==> run_1/layer_met2.png <==
Scale: 3 px per um. Cells faint in the background.
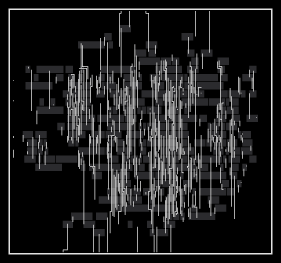
==> run_1/logic_types.png <==
Scale: 6 px per um.
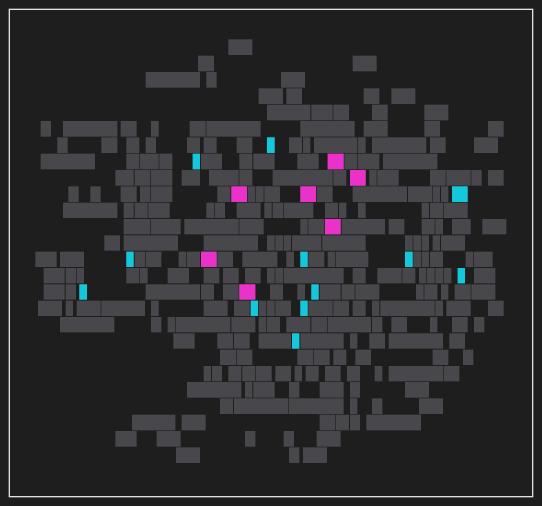
==> run_1/sizes.png <==
Scale: 6 px per um.
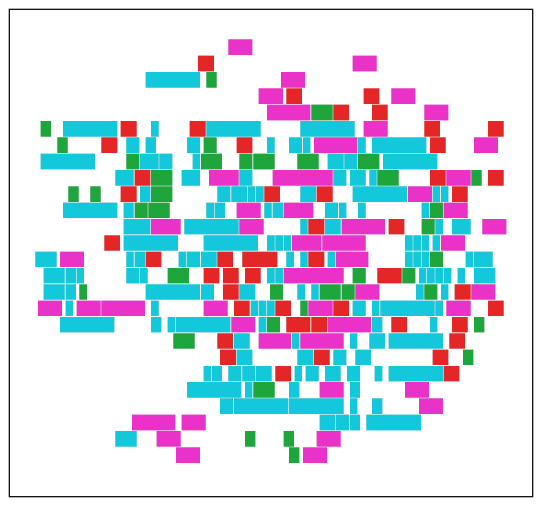
File: src/rtl/flag_word_builder.sv
// Purpose: collects bit indices from a valid/ready stream into a WIDTH-bit flag word and hands it downstream on "last".
// Latency: out_valid rises on the first edge after the last index is accepted; one idle cycle minimum between words.
// Backpressure: word held stable while out_ready=0; in_ready=0 during EMIT. Optional dup_err port under FLAG_DUP_ERR_EN.
module flag_word_builder #(
  parameter int WIDTH = 16,
  parameter int IDX_W = 4,
  parameter int CNT_W = 5
) (
  input  logic             clock,
  input  logic             reset_n,
  input  logic             in_valid,
  output logic             in_ready,
  input  logic [IDX_W-1:0] in_idx,
  input  logic             in_last,
  output logic             out_valid,
  input  logic             out_ready,
  output logic [WIDTH-1:0] out_flag,
  output logic [CNT_W-1:0] out_count
`ifdef FLAG_DUP_ERR_EN
  ,
  output logic             dup_err
`endif
);

  typedef enum logic {
    COLLECT = 1'b0,
    EMIT    = 1'b1
  } state_t;

  // One extra bit so WIDTH itself is representable for the range compare.
  localparam logic [IDX_W:0]   WIDTH_L = WIDTH[IDX_W:0];
  localparam logic [CNT_W-1:0] CNT_ONE = {{(CNT_W-1){1'b0}}, 1'b1};

  state_t           state;
  state_t           state_nxt;
  logic [WIDTH-1:0] flag;
  logic [CNT_W-1:0] count;

  logic             accept;
  logic             drain;
  logic             in_range;
  logic             bit_was_set;

  assign accept   = in_valid & in_ready;
  assign drain    = out_valid & out_ready;
  assign in_range = ({1'b0, in_idx} < WIDTH_L);

  // Current value of the addressed bit; out-of-range indices read as clear.
  always_comb begin
    bit_was_set = 1'b0;
    if (in_range) begin
      bit_was_set = flag[in_idx];
    end
  end

  // State register.
  always_ff @(posedge clock or negedge reset_n) begin
    if (!reset_n) begin
      state <= COLLECT;
    end else begin
      state <= state_nxt;
    end
  end

  // Next-state and handshake decode; both handshakes come from registered state only.
  always_comb begin
    state_nxt = state;
    in_ready  = 1'b0;
    out_valid = 1'b0;
    case (state)
      COLLECT: begin
        in_ready = 1'b1;
        if (in_valid && in_last) begin
          state_nxt = EMIT;
        end
      end
      EMIT: begin
        out_valid = 1'b1;
        if (out_ready) begin
          state_nxt = COLLECT;
        end
      end
      default: state_nxt = COLLECT;
    endcase
  end

  // Word accumulation: set the addressed bit, count only newly set bits, clear on drain.
  always_ff @(posedge clock or negedge reset_n) begin
    if (!reset_n) begin
      flag  <= '0;
      count <= '0;
    end else if (drain) begin
      flag  <= '0;
      count <= '0;
    end else if (accept && in_range && !bit_was_set) begin
      flag[in_idx] <= 1'b1;
      count        <= count + CNT_ONE;
    end
  end

`ifdef FLAG_DUP_ERR_EN
  // One-cycle pulse after accepting an in-range index whose bit was already set.
  always_ff @(posedge clock or negedge reset_n) begin
    if (!reset_n) begin
      dup_err <= 1'b0;
    end else begin
      dup_err <= accept & in_range & bit_was_set;
    end
  end
`endif

  assign out_flag  = flag;
  assign out_count = count;

endmodule

File: config.mk
export PLATFORM = sky130hd
export DESIGN_NAME = flag_word_builder
export DESIGN_NICKNAME = d
export VERILOG_FILES = /design/src/rtl/flag_word_builder.sv
export SDC_FILE = /design/constraint.sdc
export NUM_CORES = 1
export LEC_CHECK = 0
export ABC_AREA = 1
export CAP_MARGIN = 25
export CORE_AREA = 4 4 83 77
export DETAILED_ROUTE_END_ITERATION = 8
export DIE_AREA = 0 0 87 81
export HOLD_SLACK_MARGIN = 0.15
export PLACE_DENSITY = 0.55
export SETUP_SLACK_MARGIN = 0.05
export SYNTH_ARGS = -nofsm -noshare
export SYNTH_HDL_FRONTEND = slang
export SYNTH_SLANG_ARGS = --single-unit
File: constraint.sdc
create_clock -name clock -period 1.3 [get_ports clock]
set_clock_uncertainty 0.05 [all_clocks]
set_input_delay 0.325 -clock clock [delete_from_list [all_inputs] [get_ports clock]]
set_output_delay 0.325 -clock clock [all_outputs]
set_load 0.005 [all_outputs]
==> flow_metrics.py, run 1 <==
# Synthesis and PnR figures
metrics = {
    "outcome": {
        "outcome": "complete, but fails checks",
        "violations": "negative setup slack",
    },
    "setup_path": {
        "cp_common_cell": "nand2_1",
        "r2r_slack_ns": -0.30,
        "path_max_fanout": 8,
        "slowest_delay_ns": 0.24,
        "critical_path_class": "input pin to flip-flop",
        "required_ns": 1.41,
        "crit_cells": 14,
        "crit_path_cell_trace": "dlygate4sd2_1, buf_6, nand2_4, inv_2, nand2_1, nand2_1, nor2_2, nor2_2, nor2_4, buf_12, buf_8, nand2_8, nand3_2, nand2_1",
        "endpoint_kind": "flip-flop",
        "r2r-start": "out_flag[14]$_DFFE_PN0P_",
        "cp.arrival_ns": 1.71,
        "cp_num_buf_inv": 5,
        "path_delay_family": "simple AND/OR/NAND/NOR gates",
        "cp-startpoint": "in_idx[1]",
        "startpoint_type": "input pin",
        "critPathCapture": "out_flag[2]$_DFFE_PN0P_",
        "r2r_end": "out_flag[2]$_DFFE_PN0P_",
        "reg2reg_depth": 11,
        "cp_slowest_cell": "dlygate4sd2_1",
    },
    "routing": {
        "drt-pass1-iter-count": 4,
        "drt_iter0_drc": 90,
        "wl_per_cell_um": 13.7,
        "ant_nets": 0,
        "drc": 0,
        "via_per_inst": 4.69,
        "dr_wl_met2_um": 2320,
        "m1WireLength_um": 2200,
        "met3_length_um": 226,
        "top_layer_used": "met4",
    },
    "pwr": {
        "p_comb_share_pct": 55.4,
        "pg_seq_mw": 0.925,
        "seqPwrFrac_pct": 28.8,
        "p_comb_mw": 1.77,
        "netSwitchingFraction_pct": 33.7,
        "power.share.clock_pct": 15.8,
        "p_int_mw": 2.13,
        "clockNetworkPower_mw": 0.507,
        "switchingPower_mw": 1.08,
        "ir_drop_mv": 0.795,
        "p_leak_nw": 1.41,
        "powerDensity_nw_per_um2": 1230,
    },
    "finish": {
        "logic_gate_count": 141,
        "design_area_um2": 2600,
        "signal_buffers": 101,
        "drive_above_1_share_pct": 47.9,
        "buffer_area_share_pct": 37.4,
        "largest_register_ffs": 16,
        "dominant_cells": "buffers",
        "nNonClkInverters": 12,
        "lay_top_cells": "nand2_1, buf_4, buf_6",
        "logic_area_um2": 885,
        "n_clock_buffer": 4,
        "seq_cell_count": 22,
        "fillers": 541,
        "diodes": 0,
        "sh_seq_area_pct": 21.2,
        "seq_area_um2": 551,
    },
    "synth": {
        "netlist_area_um2": 1440,
        "post-synth-top-count-cell": "nand2_1",
        "yosys.area_share.xor_xnor_pct": 1.82,
        "synthArstFlopShare_pct": 100,
        "top_cells_by_area": "dfrtp_1, nand2_1, nand4_1, nand3_2, nand3_1",
        "netlist-cell-type-count": 23,
        "synthTopCellsByCount": "nand2_1, dfrtp_1, nand4_1, nand3_1, inv_1",
        "avgSynthCellArea_um2": 7.85,
        "netlist_logic_family_top": "simple AND/OR/NAND/NOR gates",
        "fp_nets": 194,
        "ys.flop_type": "dfrtp_1",
        "ys_seq_elements": 22,
        "yosys_warnings": 0,
        "top_area_share_pct": 38.1,
        "edf_count": 0,
        "synthCells": 184,
        "synth.largest_area_cell": "dfrtp_1",
        "ys_cells": 184,
        "yosys.area_share.simple_pct": 41.1,
        "ys_seq_share_pct": 38.1,
        "synth_adder_area_share_pct": 0.867,
        "yosys.area_share.aoi_pct": 9.10,
        "mux_share_pct": 0,
        "ys_area_um2": 1440,
    },
    "clock_network": {
        "clkTransAtPathRegs_ns": 0.09,
        "cts_resized": 121,
        "post-cts-setup-buffer-count": 23,
        "cts_max_level": 1,
        "cts_sinks": 22,
        "clk_latency_ns": 0.27,
        "ctsHoldBuffers": 0,
        "clock_path_buffers": 2,
        "cts_tree": "done",
        "root_buffer": "clkbuf_8",
        "numCtsBuffers": 3,
    },
    "timing": {
        "timing.fmax_mhz": 624,
        "setup_ws_ns": -0.302,
        "max_slew.worst_pin.slew_ns": 0.331,
        "post-route-period-util_pct": 123,
        "setup-tns-final_ns": -5.96,
        "fin_hold_ws_ns": 0.347,
        "report.final.hold_viol_count": 0,
        "setup_viol_count_final": 21,
        "max-slew-margin-rel_pct": 77.9,
        "rsz0062_at_grt": "true",
        "slew_violations": 0,
        "min_period_ns": 1.60,
    },
    "die": {
        "die_h_um": 81,
        "well_tap_count": 70,
        "core-area_um2": 5560,
        "die-area_um2": 7050,
        "num_io_pins": 32,
        "rows": 26,
        "die_w_um": 87,
        "fp_util_pct": 26.0,
    },
    "placed_design": {
        "dp_hpwl_um": 2870,
        "dpl_cell_area_um2": 2120,
        "io_buffers": 31,
        "pre_cts_ws_ns": -0.868,
        "placed_cells": 315,
        "gp_congestion": 0.768,
    },
    "global_route": {
        "grt_pass1_vias": 1607,
        "grt_use_met3_pct": 2.94,
        "grt_overflow": 0,
        "top_usage_layer": "met2",
        "use_met1_pct": 18.9,
        "antenna_found_initial": 0,
        "track_usage_pct": 14.3,
        "grt_pass1_wl_um": 7970,
        "grt_max_degree": 42,
    },
    "min_path": {
        "min_path_type": "input pin to asynchronous set/reset pin",
    },
    "job": {
        "drv_cap": 0,
        "warning_count": 29,
    },
}
-- layer_met2.png (at the start) --
main direction = vertical
share of all routed wire = 48%
longest straight run = 35.7 um
final WL: 4810 um
global routing usage on met2: 24.2%
routed vias: 1643

-- logic_types.png (at the start) --
inv cells -> cyan  # cells 12
non-inverting ao/oa cells -> magenta  # cells 7
Finished Layout Cells: 350
highest-count logic cell in the final layout: nand2_1
Comb/total area: 34.1%

-- sizes.png (at the start) --
_6 and larger -> magenta  # cells 48, share 17%
_3 and _4 cells -> red  # cells 47, share 17%
_2 cells -> green  # cells 39, share 14%
_0 and _1 cells -> cyan  # cells 146, share 52%
area delta synth->final: 79.9%
setup ws final: -0.302 ns

==> run_1/layer_met3.png <==
Scale: 3 px per um.
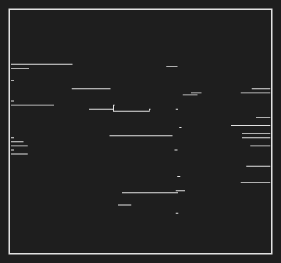

--- run 2 (diff from run 1) ---
--- a/config.mk
+++ b/config.mk
@@ -6,12 +6,15 @@
 export NUM_CORES = 1
 export LEC_CHECK = 0
 export ABC_AREA = 1
+export ABC_CLOCK_PERIOD_IN_PS = 1300
 export CAP_MARGIN = 25
 export CORE_AREA = 4 4 83 77
 export DETAILED_ROUTE_END_ITERATION = 8
 export DIE_AREA = 0 0 87 81
 export HOLD_SLACK_MARGIN = 0.15
+export MAX_ROUTING_LAYER = met4
 export PLACE_DENSITY = 0.55
+export REMOVE_ABC_BUFFERS = 1
 export SETUP_SLACK_MARGIN = 0.05
 export SYNTH_ARGS = -nofsm -noshare
 export SYNTH_HDL_FRONTEND = slang
==> run_2/layer_met3.png <==
Scale: 3 px per um.
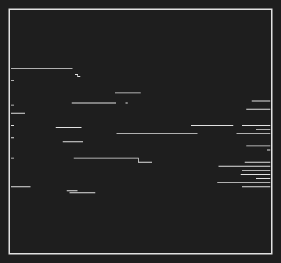
share of all routed wire = 5.6%
longest straight run = 26.7 um
main direction = horizontal
final WL: 4870 um
GR Util met3: 2.74%

==> run_2/layer_met2.png <==
Scale: 3 px per um. Cells faint in the background.
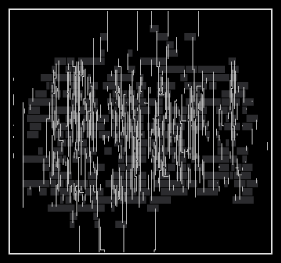
share of all routed wire = 47%
wire length on this layer = 2290 um
nets with wire on the layer = 249
main direction = vertical
longest straight run = 39.4 um
global routing usage on met2: 24.0%

==> run 2 against run 1 <==
  * The run still ends with negative setup slack left
  * Via count unchanged
  * Register-to-register slack got worse by 0.03 ns
  * Sequential share of layout area is 0.50 points higher
  * Routed wire length up 1.4%
  * Total power down 1.5%
  * Hold slack improved by 0.0015 ns
  * Worst setup slack worse by 0.028 ns
  * Clock power increased by 2%
  * Non-clock buffer count rose by 1
  * Cell area is 2.3% lower
  * Utilization is 1.1 points lower
  * Combinational power shrank 2%
  * Highest routed layer unchanged
==> flow_metrics.py, run 2 <==
# Synthesis and PnR figures
metrics = {
    "clock_network": {
        "cts_tree": "done",
        "cts_max_level": 1,
        "ctsHoldBuffers": 0,
        "cts_sinks": 22,
        "clk_latency_ns": 0.27,
        "root_buffer": "clkbuf_8",
    },
    "setup_path": {
        "cp_num_buf_inv": 2,
        "r2r_slack_ns": -0.33,
        "reg2reg_depth": 12,
        "endpoint_kind": "flip-flop",
        "cp.arrival_ns": 1.75,
        "required_ns": 1.42,
        "path_delay_family": "simple AND/OR/NAND/NOR gates",
        "critPathCapture": "out_flag[14]$_DFFE_PN0P_",
        "critical_path_class": "flip-flop to flip-flop",
        "cp_common_cell": "nand2_1",
        "r2r-start": "out_flag[3]$_DFFE_PN0P_",
        "crit_cells": 12,
        "startpoint_type": "flip-flop",
        "cp_slowest_cell": "dfrtp_1",
    },
    "finish": {
        "dominant_cells": "buffers",
        "largest_register_ffs": 16,
        "final_common_cell": "nand2_1",
        "comb_share_pct": 34.7,
        "seq_area_um2": 551,
        "nNonClkInverters": 12,
        "logic_area_um2": 881,
        "n_clock_buffer": 4,
        "drive_above_1_share_pct": 47.3,
    },
    "pwr": {
        "power.share.clock_pct": 16.4,
        "p_leak_nw": 1.39,
        "ir_drop_mv": 0.481,
        "p_comb_share_pct": 54.7,
        "switchingPower_mw": 1.08,
        "netSwitchingFraction_pct": 34.2,
        "clockNetworkPower_mw": 0.517,
        "p_int_mw": 2.08,
    },
    "synth": {
        "edf_count": 0,
        "netlist_logic_family_top": "simple AND/OR/NAND/NOR gates",
        "mux_share_pct": 0,
        "top_area_share_pct": 38.1,
        "post-synth-top-count-cell": "nand2_1",
        "ys.flop_type": "dfrtp_1",
        "yosys_warnings": 0,
        "netlist_area_um2": 1440,
        "synthTopCellsByCount": "nand2_1, dfrtp_1, nand4_1, nand3_1, inv_1",
        "ys_seq_share_pct": 38.1,
        "netlist-cell-type-count": 23,
        "yosys.area_share.xor_xnor_pct": 1.82,
        "ys_seq_elements": 22,
        "ys_area_um2": 1440,
        "yosys.area_share.aoi_pct": 9.10,
        "ys_cells": 184,
    },
    "die": {
        "die-area_um2": 7050,
        "num_io_pins": 32,
        "die_h_um": 81,
        "well_tap_count": 70,
        "core-area_um2": 5560,
        "rows": 26,
    },
    "routing": {
        "drt-pass1-iter-count": 4,
        "via_per_inst": 4.68,
        "met3_length_um": 274,
        "drt_iter0_drc": 64,
        "wl_per_cell_um": 13.9,
        "drc": 0,
        "top_layer_used": "met4",
        "m1WireLength_um": 2280,
    },
    "timing": {
        "rsz0062_at_grt": "true",
        "min_period_ns": 1.63,
        "fin_hold_ws_ns": 0.348,
        "post-route-period-util_pct": 125,
        "report.final.hold_viol_count": 0,
        "slew_violations": 0,
        "timing.fmax_mhz": 614,
        "max_slew.worst_pin.slew_ns": 0.269,
        "setup_viol_count_final": 25,
        "setup_ws_ns": -0.330,
    },
    "global_route": {
        "top_usage_layer": "met2",
        "grt_overflow": 0,
        "grt_pass1_wl_um": 8000,
        "grt_pass1_vias": 1690,
        "antenna_found_initial": 0,
        "use_met1_pct": 19.4,
    },
    "placed_design": {
        "io_buffers": 31,
        "placed_cells": 315,
        "dp_hpwl_um": 3010,
        "gp_congestion": 0.834,
        "dpl_cell_area_um2": 2100,
    },
    "job": {
        "drv_cap": 0,
    },
    "min_path": {
        "min_path_type": "input pin to asynchronous set/reset pin",
    },
    "outcome": {
        "violations": "negative setup slack",
        "outcome": "complete, but fails checks",
    },
}
==> run_2/logic_types.png <==
Scale: 6 px per um.
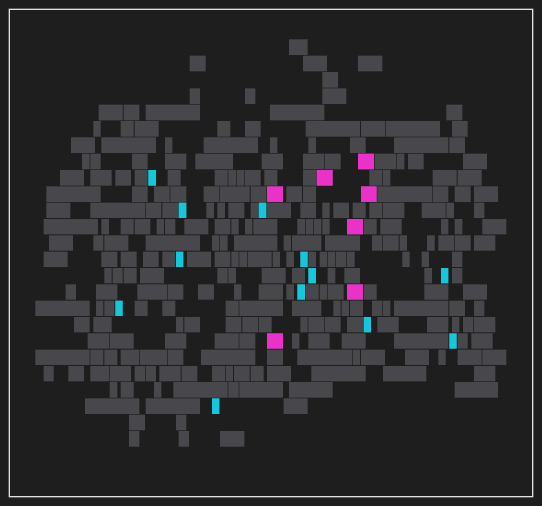

--- run 3 (diff from run 2) ---
--- a/config.mk
+++ b/config.mk
@@ -6,14 +6,15 @@
 export NUM_CORES = 1
 export LEC_CHECK = 0
 export ABC_AREA = 1
-export ABC_CLOCK_PERIOD_IN_PS = 1300
-export CAP_MARGIN = 25
+export ABC_CLOCK_PERIOD_IN_PS = 1500
+export CAP_MARGIN = 10
 export CORE_AREA = 4 4 83 77
+export CTS_CLUSTER_SIZE = 16
 export DETAILED_ROUTE_END_ITERATION = 8
 export DIE_AREA = 0 0 87 81
 export HOLD_SLACK_MARGIN = 0.15
 export MAX_ROUTING_LAYER = met4
-export PLACE_DENSITY = 0.55
+export PLACE_DENSITY = 0.53
 export REMOVE_ABC_BUFFERS = 1
 export SETUP_SLACK_MARGIN = 0.05
 export SYNTH_ARGS = -nofsm -noshare
==> constraint.sdc (replaced) <==
create_clock -name clock -period 1.5 [get_ports clock]
set_clock_uncertainty 0.05 [all_clocks]
set_input_delay 0.375 -clock clock [delete_from_list [all_inputs] [get_ports clock]]
set_output_delay 0.375 -clock clock [all_outputs]
set_load 0.005 [all_outputs]
==> run_3/logic_types.png <==
Scale: 6 px per um.
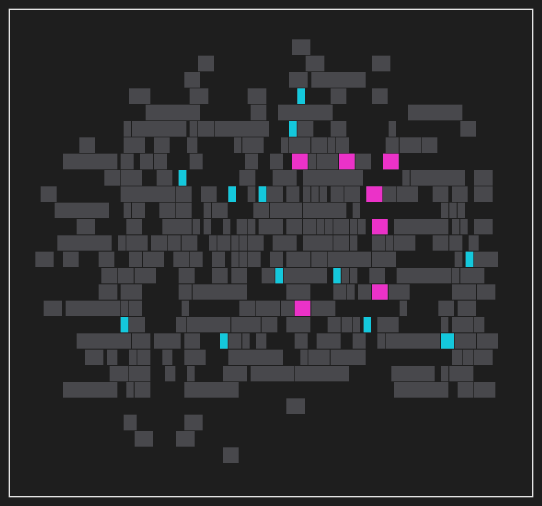
non-inverting ao/oa cells -> magenta  # cells 7
inv cells -> cyan  # cells 12
Comb/total area: 37.4%
Finished Layout Cells: 337

==> run_3/sizes.png <==
Scale: 6 px per um.
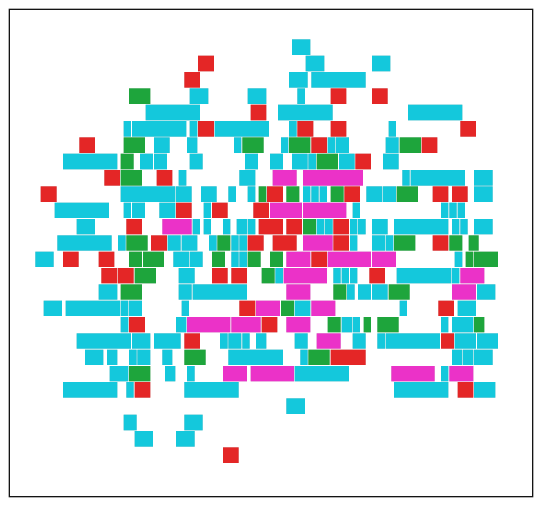
_0 and _1 cells -> cyan  # cells 156, share 58%
_6 and larger -> magenta  # cells 23, share 8.6%
_2 cells -> green  # cells 38, share 14%
_3 and _4 cells -> red  # cells 50, share 19%
setup ws final: -0.0867 ns
Design Area, Final: 2440 um^2
Buffers excl. clock: 89
area delta synth->final: 68.9%

==> run 3 against run 2 <==
  * Highest routed layer unchanged
  * Cell area shrank 3.9%
  * Sequential power shrank 13%
  * First-iteration DRC count grew 27%
  * Clock power shrank 26%
  * Worst setup slack gained 0.24 ns
  * The flow still finishes with violations (negative setup slack)
  * Sequential share of layout area grew 0.88 points
==> flow_metrics.py, run 3 <==
# Synthesis and PnR figures
metrics = {
    "outcome": {
        "outcome": "complete, but fails checks",
        "violations": "negative setup slack",
    },
    "timing": {
        "timing.fmax_mhz": 630,
        "post-route-period-util_pct": 106,
        "setup_ws_ns": -0.0867,
        "setup-tns-final_ns": -1.20,
        "slew_violations": 0,
        "max-slew-margin-rel_pct": 79.0,
        "setup_viol_count_final": 22,
        "report.final.hold_viol_count": 0,
        "fin_hold_ws_ns": 0.409,
        "min_period_ns": 1.59,
        "rsz0062_at_grt": "true",
    },
    "die": {
        "die-area_um2": 7050,
        "num_io_pins": 32,
        "rows": 26,
        "die_h_um": 81,
        "core-area_um2": 5560,
    },
    "setup_path": {
        "startpoint_type": "flip-flop",
        "cp_num_buf_inv": 3,
        "reg2reg_depth": 13,
        "r2r-start": "out_flag[10]$_DFFE_PN0P_",
        "cp_common_cell": "nand2_2",
        "r2r_slack_ns": -0.09,
        "cp_slowest_cell": "dfrtp_1",
        "path_delay_family": "simple AND/OR/NAND/NOR gates",
    },
    "finish": {
        "nNonClkInverters": 12,
        "dominant_cells": "multi-input combinational cells",
        "drive_above_1_share_pct": 41.6,
        "diodes": 0,
        "fillers": 545,
        "seq_cell_count": 22,
        "final_common_cell": "nand2_1",
        "sh_seq_area_pct": 22.6,
        "logic_gate_count": 141,
    },
    "routing": {
        "via_per_inst": 4.69,
        "drt-pass1-iter-count": 4,
        "m1WireLength_um": 2330,
        "drc": 0,
        "wl_per_cell_um": 14.7,
        "drt_iter0_drc": 81,
    },
    "pwr": {
        "p_leak_nw": 1.36,
        "netSwitchingFraction_pct": 35.9,
        "power.share.clock_pct": 15.2,
        "p_comb_share_pct": 53.1,
        "switchingPower_mw": 0.901,
        "clockNetworkPower_mw": 0.383,
        "ir_drop_mv": 0.483,
        "p_comb_mw": 1.33,
        "pg_seq_mw": 0.796,
    },
    "global_route": {
        "track_usage_pct": 15.4,
        "grt_max_degree": 42,
        "top_usage_layer": "met2",
        "met2_usage_pct": 24.9,
        "use_met1_pct": 20.0,
        "grt_overflow": 0,
        "grt_use_met3_pct": 2.84,
    },
    "clock_network": {
        "root_buffer": "clkbuf_8",
        "numCtsBuffers": 3,
        "post-cts-setup-buffer-count": 28,
        "cts_max_level": 1,
        "cts_tree": "done",
        "clk_latency_ns": 0.27,
        "cts_sinks": 22,
    },
    "synth": {
        "ys_cells": 184,
        "synthTopCellsByCount": "nand2_1, dfrtp_1, nand4_1, nand3_1, inv_1",
        "ys_seq_elements": 22,
        "avgSynthCellArea_um2": 7.85,
        "top_area_share_pct": 38.1,
        "netlist-cell-type-count": 23,
        "ys_seq_share_pct": 38.1,
        "mux_share_pct": 0,
        "yosys.area_share.aoi_pct": 9.10,
        "yosys.area_share.xor_xnor_pct": 1.82,
        "synthArstFlopShare_pct": 100,
        "edf_count": 0,
        "synthCells": 184,
    },
    "placed_design": {
        "dp_hpwl_um": 2830,
        "pre_cts_ws_ns": -0.677,
        "dpl_cell_area_um2": 1940,
        "io_buffers": 31,
    },
    "min_path": {
        "min_path_type": "input pin to asynchronous set/reset pin",
    },
    "job": {
        "drv_cap": 0,
        "warning_count": 27,
    },
}
Power is estimated from default activity; no workload was simulated.
